## src/rtl/serial_adder.sv

```systemverilog
// serial_adder: DIGIT-bits-per-cycle LSB-first adder with valid/ready handshakes.
// Define SERIAL_ADDER_OVF_EN to add the registered signed-overflow output ovf.
module serial_adder #(
  parameter int WIDTH = 8,
  parameter int DIGIT = 1
) (
  input  logic             clk,
  input  logic             rst_n,
  input  logic             in_valid,
  output logic             in_ready,
  input  logic [WIDTH-1:0] a,
  input  logic [WIDTH-1:0] b,
  input  logic             ci,
  output logic             out_valid,
  input  logic             out_ready,
  output logic [WIDTH-1:0] s,
`ifdef SERIAL_ADDER_OVF_EN
  output logic             ovf,
`endif
  output logic             co
);
  localparam int STEPS = WIDTH / DIGIT;
  localparam int CW = STEPS > 1 ? $clog2(STEPS) : 1;
  if (WIDTH < 1 || DIGIT < 1 || WIDTH % DIGIT != 0) begin : g_bad_params
    $fatal(1, "serial_adder: DIGIT must divide WIDTH");
  end
  typedef enum logic [1:0] {IDLE, BUSY, DONE} state_t;
  state_t state, next;
  logic [WIDTH-1:0] a_sh, b_sh;
  logic [CW-1:0] cnt;
  logic carry, last;
  logic [DIGIT:0] slice;
  assign slice = {1'b0, a_sh[DIGIT-1:0]} + {1'b0, b_sh[DIGIT-1:0]} + (DIGIT+1)'(carry);
  assign last = cnt == CW'(STEPS - 1);
  assign in_ready = state == IDLE;
  assign out_valid = state == DONE;
  // carry only changes at accept or while busy, so it doubles as the held carry-out
  assign co = carry;
  always_comb begin
    next = state;
    next = (state == IDLE && in_valid) ? BUSY :
           (state == BUSY && last) ? DONE :
           (state == DONE && out_ready) ? IDLE : state;
  end
  always_ff @(posedge clk) state <= !rst_n ? IDLE : next;
  always_ff @(posedge clk) begin
    if (!rst_n) begin
      cnt   <= '0;
      carry <= 1'b0;
      s     <= '0;
    end else if (state == IDLE && in_valid) begin
      a_sh  <= a;
      b_sh  <= b;
      carry <= ci;
      cnt   <= '0;
    end else if (state == BUSY) begin
      a_sh  <= a_sh >> DIGIT;
      b_sh  <= b_sh >> DIGIT;
      s     <= WIDTH'({slice[DIGIT-1:0], s} >> DIGIT);
      carry <= slice[DIGIT];
      cnt   <= cnt + CW'(1);
    end
  end
`ifdef SERIAL_ADDER_OVF_EN
  // carry into the top bit recovered from the top slice bit: d ^ a ^ b
  always_ff @(posedge clk) begin
    if (!rst_n) ovf <= 1'b0;
    else if (state == BUSY && last)
      ovf <= slice[DIGIT] ^ slice[DIGIT-1] ^ a_sh[DIGIT-1] ^ b_sh[DIGIT-1];
  end
`endif
endmodule
```

## config.mk

```make
export PLATFORM = sky130hd
export DESIGN_NAME = serial_adder
export DESIGN_NICKNAME = d
export VERILOG_FILES = /design/src/rtl/serial_adder.sv
export SDC_FILE = /design/constraint.sdc
export NUM_CORES = 1
export LEC_CHECK = 0
export CORE_ASPECT_RATIO = 0.6
export CORE_MARGIN = 2
export CORE_UTILIZATION = 40
export CTS_BUF_LIST = sky130_fd_sc_hd__clkbuf_2 sky130_fd_sc_hd__clkbuf_4 sky130_fd_sc_hd__clkbuf_8
export CTS_CLUSTER_SIZE = 14
export DETAILED_ROUTE_END_ITERATION = 12
export PLACE_DENSITY = 0.67
export RECOVER_POWER = 100
export SLEW_MARGIN = 20
export SYNTH_ARGS = -nofsm -noshare
export SYNTH_HDL_FRONTEND = slang
export SYNTH_SLANG_ARGS = --single-unit
```

## constraint.sdc

```tcl
create_clock -name clk -period 4.07 [get_ports clk]
set_input_delay 1.0175 -clock clk [delete_from_list [all_inputs] [get_ports clk]]
set_output_delay 1.0175 -clock clk [all_outputs]
set_load 0.05 [all_outputs]
```

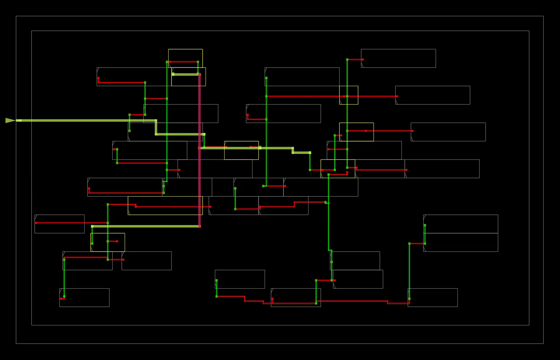
Figure 1: clock wiring as the flow saved it.
Clock Skew: 9.41 ps
clk_lat worst skew: 280 ps

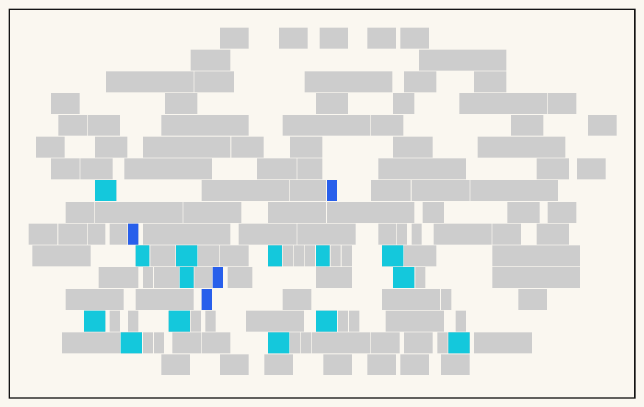
Figure 2: gate families picked out.
(8 px per micron)
colour	family	cells	most used
blue	NOR gates	4	nor2_1
cyan	inverting AOI/OAI gates	14	a21boi_0

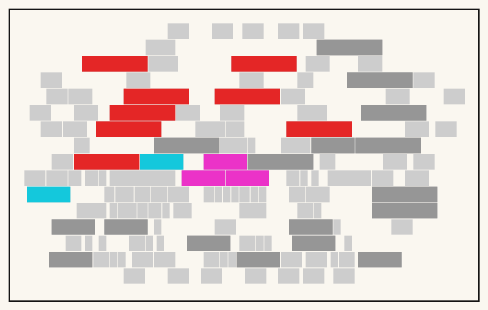
Figure 3: register map, names as in the netlist.
(6 px per micron) Other sequential cells in the stronger grey, the rest of the logic in the fainter grey.
colour	name in the netlist	flops
magenta	cnt	3
cyan	state	2
red	a_sh	8
not coloured	17

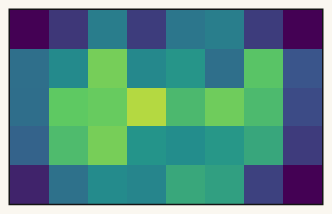
Figure 4: cell area per tile.
(4 px per micron) The die is cut into 8 by 5 equal tiles; dark purple is low, yellow is high, 0 to 100% covered.
densest ninth of the die	centre
mean over tiles	44%
fullest tile	89%
nearly empty tiles	7.5%
tiles over 75% full	13%

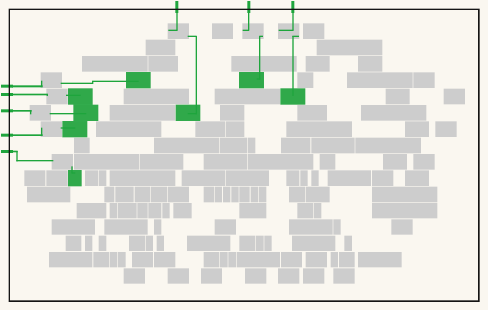
Figure 5: I/O nets highlighted.
(6 px per micron)
colour	port	bits	direction	edge	end cells	buffers	wire
green	a	8	input	5 west, 3 north	8	8	102 microns

==> CHANGELOG.md <==
## Implementation

- Status: complete, no violations
- Family with the most delay on the worst path: simple AND/OR/NAND/NOR gates
- Reg-to-reg startpoint: state[0]$_SDFFE_PN0P_
- CORE AREA: around 3200 sq um
- Pin count of the biggest net entering global routing: 18
- Period minus WS final: around 2800 ps
- Yosys Instances: about 100
- Share of cells above drive strength 1: 12.4%
- Rel. slew slack: between 20 and 30%
- Max Fclk: between 300 and 400 MHz
- Internal power: around 590 uW
- Number of global-route vias before repair: 802
- Hold Crit Class: reg -> reg
- Gr ovfl total: 0
- Final wirelength: roughly 2300 microns
- Most frequent cell after synthesis: nand2_1
- Met2 Routed Length: ~940 microns
- FA/HA/MAJ Cells, Area Fraction: 3.43%
- Yosys reg bits: 30
- YS chip area: roughly 1300 sq um
- Post-synthesis cell area: 1320 sq um
- Area leader, netlist: edfxtp_1
- Most frequent logic cell in the layout: nand2_1
- Post-synthesis simple-gate area fraction: 11.6%
- Die Size: 3780 sq um
- PnR worst setup slack: 1260 ps
- Top cells, area: edfxtp_1 (37%), dfxtp_1 (21%), mux2_4 (9.1%), nand2_1 (6.0%), a21boi_0 (5.7%)
- Cts hold-fix bufs: 0
- Final Slew Violations: 0
- Max-area cell share: between 30 and 40%
- Global-route wire length before repair: ~3800 microns
- Top logic family: multiplexers
- DP Area: about 1600 sq um
- CP required: a little under 4000 ps
- Sw power: about 160 uW
- Post-synth top cells: nand2_1 (21), edfxtp_1 (16), dfxtp_1 (14), a21boi_0 (10), mux2_4 (8)
- Power Total: approximately 750 uW
- XOR Share, Synth: 0.666%
- Chip height: between 40 and 50 microns
- DRT Pass-1 Iters: 4
- Crit path depth: 2
[power by group through the flow]
stage          clock network (mW)  registers, mW  logic (mW)
2_1_floorplan                   0          0.360      0.0557
3_3_place_gp                    0          0.353      0.0915
3_5_place_dp                    0          0.353      0.0939
4_1_cts                     0.322          0.347      0.0943
5_1_grt                     0.339          0.349      0.0905
6_report                    0.317          0.346      0.0829
[final cells by class]
class	count	area (sq um)
Timing Repair Buffer	31	310
Sequential cell	30	761
Inverter	1	3.75
Fill cell	278	1470
Clock buffer	7	90.1
Multi-Input combinational cell	67	478
Clock inverter	1	30.0
Tap cell	45	56.3
[registers in the layout, summed over array words and instances, names as in the netlist]
register and count:
co 1, state 2, b_sh 8, cnt 3, a_sh 8, s 8
Power is estimated from default activity; no workload was simulated.
